--- src/rtl/fpu_issue_ctrl_pkg.sv ---
// Shared opcode encoding, unit indices and the opcode-to-unit routing table
// for the FPU issue/completion controller.
package fpu_issue_ctrl_pkg;

  typedef logic [2:0] unit_t;

  localparam unit_t UNIT_ADD     = 3'd0;
  localparam unit_t UNIT_MUL     = 3'd1;
  localparam unit_t UNIT_DIVSQRT = 3'd2;
  localparam unit_t UNIT_SEL     = 3'd3;
  localparam unit_t UNIT_CMP     = 3'd4;
  localparam unit_t UNIT_CVT     = 3'd5;
  localparam unit_t UNIT_NONE    = 3'd7;

  // Flags of an unmapped op: invalid-operation only.
  localparam logic [4:0] FFLAGS_NV = 5'b10000;

  typedef enum logic [4:0] {
    FPU_OP_ADD      = 5'd0,
    FPU_OP_SUB      = 5'd1,
    FPU_OP_MUL      = 5'd2,
    FPU_OP_DIV      = 5'd3,
    FPU_OP_SQRT     = 5'd4,
    FPU_OP_MIN      = 5'd5,
    FPU_OP_MAX      = 5'd6,
    FPU_OP_FEQ      = 5'd7,
    FPU_OP_FLT      = 5'd8,
    FPU_OP_FLE      = 5'd9,
    FPU_OP_CVT_W_S  = 5'd10,
    FPU_OP_CVT_WU_S = 5'd11,
    FPU_OP_CVT_S_W  = 5'd12,
    FPU_OP_CVT_S_WU = 5'd13
  } fpu_op_e;

  // Every opcode not listed routes to UNIT_NONE and completes as an illegal op.
  function automatic unit_t fpu_unit_of(input logic [4:0] op);
    unit_t u;
    case (op)
      FPU_OP_ADD, FPU_OP_SUB:                   u = UNIT_ADD;
      FPU_OP_MUL:                               u = UNIT_MUL;
      FPU_OP_DIV, FPU_OP_SQRT:                  u = UNIT_DIVSQRT;
      FPU_OP_MIN, FPU_OP_MAX:                   u = UNIT_SEL;
      FPU_OP_FEQ, FPU_OP_FLT, FPU_OP_FLE:       u = UNIT_CMP;
      FPU_OP_CVT_W_S, FPU_OP_CVT_WU_S,
      FPU_OP_CVT_S_W, FPU_OP_CVT_S_WU:          u = UNIT_CVT;
      default:                                  u = UNIT_NONE;
    endcase
    return u;
  endfunction

endpackage

--- src/rtl/fpu_issue_ctrl_tag_fifo.sv ---
// Program-order record of which unit owns each in-flight operation.
module fpu_tag_fifo
  import fpu_issue_ctrl_pkg::*;
#(
  parameter int DEPTH = 4
) (
  input  logic  clk,
  input  logic  reset,
  input  logic  flush,
  input  logic  push,
  input  logic  pop,
  input  unit_t din,
  output unit_t head,
  output logic  full,
  output logic  empty
);

  localparam int AW = $clog2(DEPTH);

  unit_t          mem [DEPTH];
  logic [AW-1:0]  wr_ptr;
  logic [AW-1:0]  rd_ptr;
  logic [AW:0]    count;

  assign head  = mem[rd_ptr];
  assign full  = (count == (AW+1)'(DEPTH));
  assign empty = (count == '0);

  // Storage needs no reset: entries are only read while count says they are live.
  always_ff @(posedge clk) begin
    if (push) mem[wr_ptr] <= din;
  end

  // Pointers wrap naturally since DEPTH is a power of two; count resolves full vs empty.
  always_ff @(posedge clk) begin
    if (reset || flush) begin
      wr_ptr <= '0;
      rd_ptr <= '0;
      count  <= '0;
    end else begin
      if (push) wr_ptr <= wr_ptr + 1'b1;
      if (pop)  rd_ptr <= rd_ptr + 1'b1;
      count <= count + {{AW{1'b0}}, push} - {{AW{1'b0}}, pop};
    end
  end

  // Overflow and underflow are controller bugs, never legal traffic.
  always_ff @(posedge clk) begin
    if (!reset) begin
      assert (!(pop && empty)) else $error("tag fifo pop while empty");
      assert (!(push && full)) else $error("tag fifo push while full");
    end
  end

endmodule

--- src/rtl/fpu_issue_ctrl.sv ---
// FPU issue and in-order completion controller: routes each accepted op to one
// functional unit, remembers issue order, and retires results in that order.
module fpu_issue_ctrl
  import fpu_issue_ctrl_pkg::*;
#(
  parameter int N_UNITS = 6,
  parameter int DEPTH   = 4
) (
  input  logic                 clk,
  input  logic                 reset,
  input  logic                 flush,
  input  logic                 valid_in,
  output logic                 ready_out,
  input  logic [4:0]           op,
  input  logic [31:0]          a,
  input  logic [31:0]          b,
  output logic [4:0]           op_unit,
  output logic [N_UNITS-1:0]   unit_valid,
  input  logic [N_UNITS-1:0]   unit_ready,
  input  logic [N_UNITS-1:0]   unit_res_valid,
  output logic [N_UNITS-1:0]   unit_res_ready,
  input  logic [32*N_UNITS-1:0] unit_float,
  input  logic [5*N_UNITS-1:0] unit_fflags,
  output logic                 valid_out,
  input  logic                 ready_in,
  output logic [31:0]          float_out,
  output logic [4:0]           fflags,
  output logic                 illegal_op
);

  unit_t       sel;
  unit_t       head;
  logic        full;
  logic        empty;
  logic        sel_ready;
  logic        head_res_valid;
  logic [31:0] head_float;
  logic [4:0]  head_flags;
  logic        head_none;
  logic        can_load;
  logic        load;
  logic        accept;
  logic        push;
  logic        pop;

  // Operands go to the units on their own wires; this block only routes by opcode.
  logic unused_operands;
  assign unused_operands = ^{a, b};

  assign op_unit   = op;
  assign sel       = fpu_unit_of(op);
  assign ready_out = !full && ((sel == UNIT_NONE) || sel_ready);
  assign accept    = valid_in && ready_out;
  assign head_none = (head == UNIT_NONE);
  assign can_load  = !empty && (!valid_out || ready_in);
  assign load      = can_load && (head_none || head_res_valid);
  assign push      = accept && !flush;
  assign pop       = load && !flush;

  // Issue side: pick the selected unit's ready and raise its strobe.
  always_comb begin
    sel_ready  = 1'b0;
    unit_valid = '0;
    for (int i = 0; i < N_UNITS; i++) begin
      if (sel == unit_t'(i)) begin
        sel_ready     = unit_ready[i];
        unit_valid[i] = valid_in && !full;
      end
    end
  end

  // Completion side: only the unit owning the oldest op is acknowledged, so others hold.
  always_comb begin
    unit_res_ready = '0;
    head_res_valid = 1'b0;
    head_float     = '0;
    head_flags     = '0;
    for (int i = 0; i < N_UNITS; i++) begin
      if (head == unit_t'(i)) begin
        unit_res_ready[i] = can_load;
        head_res_valid    = unit_res_valid[i];
        head_float        = unit_float[32*i +: 32];
        head_flags        = unit_fflags[5*i +: 5];
      end
    end
  end

  fpu_tag_fifo #(.DEPTH(DEPTH)) u_tag_fifo (
    .clk   (clk),
    .reset (reset),
    .flush (flush),
    .push  (push),
    .pop   (pop),
    .din   (sel),
    .head  (head),
    .full  (full),
    .empty (empty)
  );

  // Registered result stage; a load overrides a drain so results can go back to back.
  always_ff @(posedge clk) begin
    if (reset || flush) begin
      valid_out  <= 1'b0;
      float_out  <= '0;
      fflags     <= '0;
      illegal_op <= 1'b0;
    end else begin
      illegal_op <= accept && (sel == UNIT_NONE);
      if (load) begin
        valid_out <= 1'b1;
        float_out <= head_none ? 32'h0 : head_float;
        fflags    <= head_none ? FFLAGS_NV : head_flags;
      end else if (valid_out && ready_in) begin
        valid_out <= 1'b0;
        float_out <= '0;
        fflags    <= '0;
      end
    end
  end

  // Issue strobes and result acknowledges never address more than one unit.
  always_ff @(posedge clk) begin
    if (!reset) begin
      assert ($onehot0(unit_valid))     else $error("unit_valid not one-hot");
      assert ($onehot0(unit_res_ready)) else $error("unit_res_ready not one-hot");
    end
  end

endmodule

--- config.mk ---
export PLATFORM = sky130hd
export DESIGN_NAME = fpu_issue_ctrl
export DESIGN_NICKNAME = d
export VERILOG_FILES = /design/src/rtl/fpu_issue_ctrl_pkg.sv /design/src/rtl/fpu_issue_ctrl_tag_fifo.sv /design/src/rtl/fpu_issue_ctrl.sv
export SDC_FILE = /design/constraint.sdc
export NUM_CORES = 1
export LEC_CHECK = 0
export CORE_AREA = 2 2 142 144
export CTS_CLUSTER_DIAMETER = 120
export CTS_CLUSTER_SIZE = 40
export DETAILED_ROUTE_END_ITERATION = 7
export DIE_AREA = 0 0 144 146
export GPL_ROUTABILITY_DRIVEN = 0
export PLACE_DENSITY_LB_ADDON = 0.08
export SYNTH_ARGS = -nofsm -noshare
export SYNTH_HDL_FRONTEND = slang
export SYNTH_SLANG_ARGS = --single-unit
--- constraint.sdc ---
create_clock -name clk -period 10.1 [get_ports clk]
set_input_delay 2.02 -clock clk [delete_from_list [all_inputs] [get_ports clk]]
set_output_delay 2.02 -clock clk [all_outputs]
set_load 0.02 [all_outputs]
==> impl_table.tex <==
% Generated from flow reports
\begin{tabular}{lr}
\hline
Metric & Value \\
\hline
\multicolumn{2}{l}{\textbf{Worst hold path}} \\
Beginning of the worst hold path & float\_out[24] \\
Depth of the worst hold-timing path & 1 \\
\multicolumn{2}{l}{\textbf{Clock network}} \\
Clock transition at the registers of the reported paths & 50 ps \\
Level count of the clock H-tree & 3 \\
Max clock buf depth & 2 \\
Insertion delay of the later-clocked pin in the worst-skew pair & 340 ps \\
\multicolumn{2}{l}{\textbf{Global routing}} \\
Largest net degree at the start of global routing & 46 \\
Via count of the first global-routing pass & 4511 \\
Number of antenna violations at the first check in global routing & 1 \\
\multicolumn{2}{l}{\textbf{Logic synthesis}} \\
Dominant Register Cell & dfxtp\_1 \\
Nets in the synthesized netlist & 698 \\
Top cells by count, synth & dfxtp\_1, mux4\_2, mux2\_2 \\
Netlist Area Pre-Place & 0.004566 mm² \\
Syn Inst Count & 380 \\
Flip-flops with a built-in enable & 12 \\
\multicolumn{2}{l}{\textbf{Power and ir drop}} \\
Static power due to leakage & 2.728 nW \\
\multicolumn{2}{l}{\textbf{Finish}} \\
NumNets Final & 973 \\
\multicolumn{2}{l}{\textbf{Die}} \\
Placeable core region & 0.01933 mm² \\
\multicolumn{2}{l}{\textbf{Routing}} \\
Detailed-routing iteration count for the pre-antenna-repair pass & 6 \\
\multicolumn{2}{l}{\textbf{Job}} \\
Number of logged tool warnings & 95 \\
\multicolumn{2}{l}{\textbf{Critical path}} \\
Worst reg2reg path endpoint & u\_tag\_fifo.count[2] \\
\multicolumn{2}{l}{\textbf{STA}} \\
Ratio of final minimum period to clock period & 67.05\% \\
\multicolumn{2}{l}{\textbf{Run status}} \\
Outcome & finished clean \\
\hline
\end{tabular}
[through the flow]
step / total power [mW] / std cells / area [µm²] / setup slack (ps) / utilization, %
after floorplan: 0.3477 / 380 / 4566 / 4407 / -
after global placement: 0.4608 / 909 / 7690 / 3381 / 39.77
after detailed placement: 0.4629 / 909 / 7690 / 3326 / 39.77
after CTS: 0.7414 / 925 / 7944 / 3308 / 41.09
after global routing: 0.7651 / 925 / 7944 / 3137 / 41.09
final: 0.7252 / 925 / 7944 / 3328 / 41.09
[final cells by class]
class	count	area [µm²]
clock buffers	13	240.2
clock inverters	3	13.76
fillers	1875	11390
inverters	9	33.78
multi-input cells	271	2970
flip-flops and latches	60	1321
well taps	265	331.6
repair buffers	304	3033
[layer usage]
layer  part of all wire [%]  GRT usage, %  vias to the layer above
met4                    1.8         4.902                        2
met3                    8.1         5.660                       25
met1                     39         19.24                     2090
met5                  0.070             0                        -
met2                     51         31.02                      172
li1                       -             -                     2058
[cell usage in the layout, fill, tap and decap left out, types with 2 or more instances in the layout]
| master | Yosys | routed |
|---|---|---|
| nand3_1 | 2 | 2 |
| clkdlybuf4s50_1 | 0 | 300 |
| nor2_1 | 15 | 15 |
| a21o_1 | 2 | 2 |
| nand2_1 | 21 | 21 |
| or2_1 | 3 | 3 |
| a31oi_1 | 2 | 2 |
| mux4_2 | 39 | 38 |
| mux2i_1 | 8 | 7 |
| clkbuf_1 | 18 | 4 |
| buf_4 | 7 | 4 |
| and3b_1 | 4 | 4 |
| dfxtp_1 | 48 | 48 |
| inv_1 | 9 | 9 |
| edfxtp_1 | 12 | 12 |
| nand2b_1 | 5 | 5 |
| o21a_1 | 2 | 2 |
| mux2_2 | 37 | 37 |
| clkinv_2 | 0 | 2 |
| o2bb2ai_2 | 30 | 30 |
| clkbuf_16 | 0 | 9 |
| o2bb2ai_1 | 6 | 6 |
| o31a_1 | 2 | 2 |
| a21oi_1 | 3 | 3 |
| nor3_1 | 12 | 12 |
| a22oi_1 | 36 | 36 |
| ha_1 | 9 | 9 |
| xnor2_1 | 2 | 2 |
| mux2_1 | 3 | 3 |
| o21ai_0 | 4 | 4 |
[sequential cells by signal (all words and copies together) (netlist names), named ones only]
name	flops
u_tag_fifo.wr_ptr	2
u_tag_fifo.mem	12
u_tag_fifo.rd_ptr	2
illegal_op	1
valid_out	1
fflags	5
u_tag_fifo.count	3
float_out	32
[kinds of logic (layout without fill, tap and decap cells)]
logic type / Yosys count / in the layout
AND-OR/OR-AND: 99 / 99
multiplexers: 87 / 87
AND/OR/NAND/NOR: 72 / 72
flip-flops: 60 / 60
buffers and inverters: 49 / 329
adder cells (fa/ha/maj): 10 / 10
XOR/XNOR: 3 / 3
[power by group]
group	leakage, nW	internal, mW	switching (mW)
Clock	0.125	0.164	0.105
Combinational	2.11	0.137	0.0707
Sequential	0.494	0.247	0.00133
Total	2.73	0.548	0.177
[worst max-delay path: stages]
cell             delay [ps]
clkdlybuf4s50_1         540
inv_1                    70
ha_1                    190
mux2_2                  270
o22a_1                  260
mux2i_1                 150
o32ai_1                 370
o21a_1                  180
o31a_1                  110
clkdlybuf4s50_1         600
layer_met2.png
Cells faint in the background.
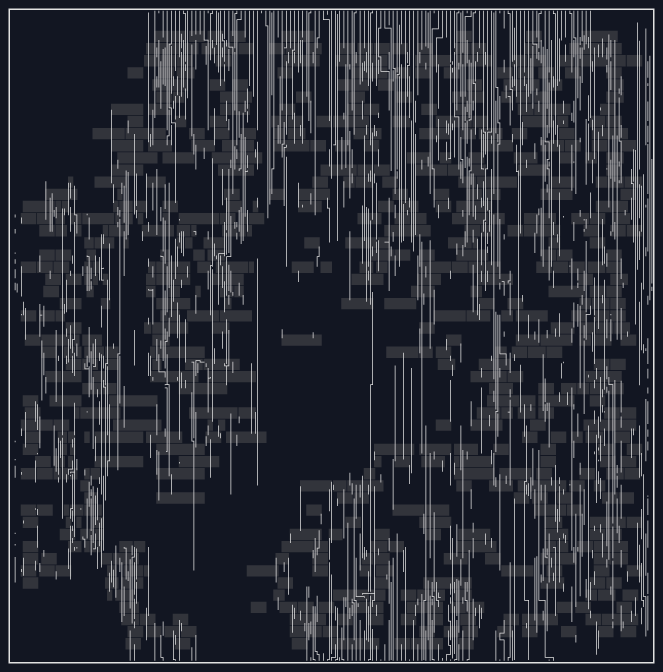
The layer carries 9450 µm of wire. 793 nets have wire on it. The wires run mostly vertical. The longest straight run is 55.2 µm. The layer holds 51% of the routed length.
Vias: 4347
fraction of met2 tracks used by global routing: 31.02%

placement.png
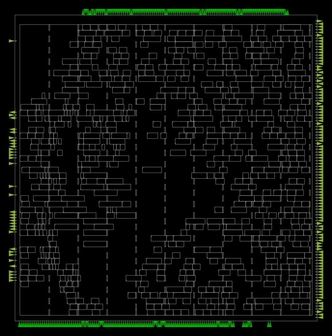
number of flip-flops and latches: 60
filler cell count: 1875

Power is estimated from default activity; no workload was simulated.
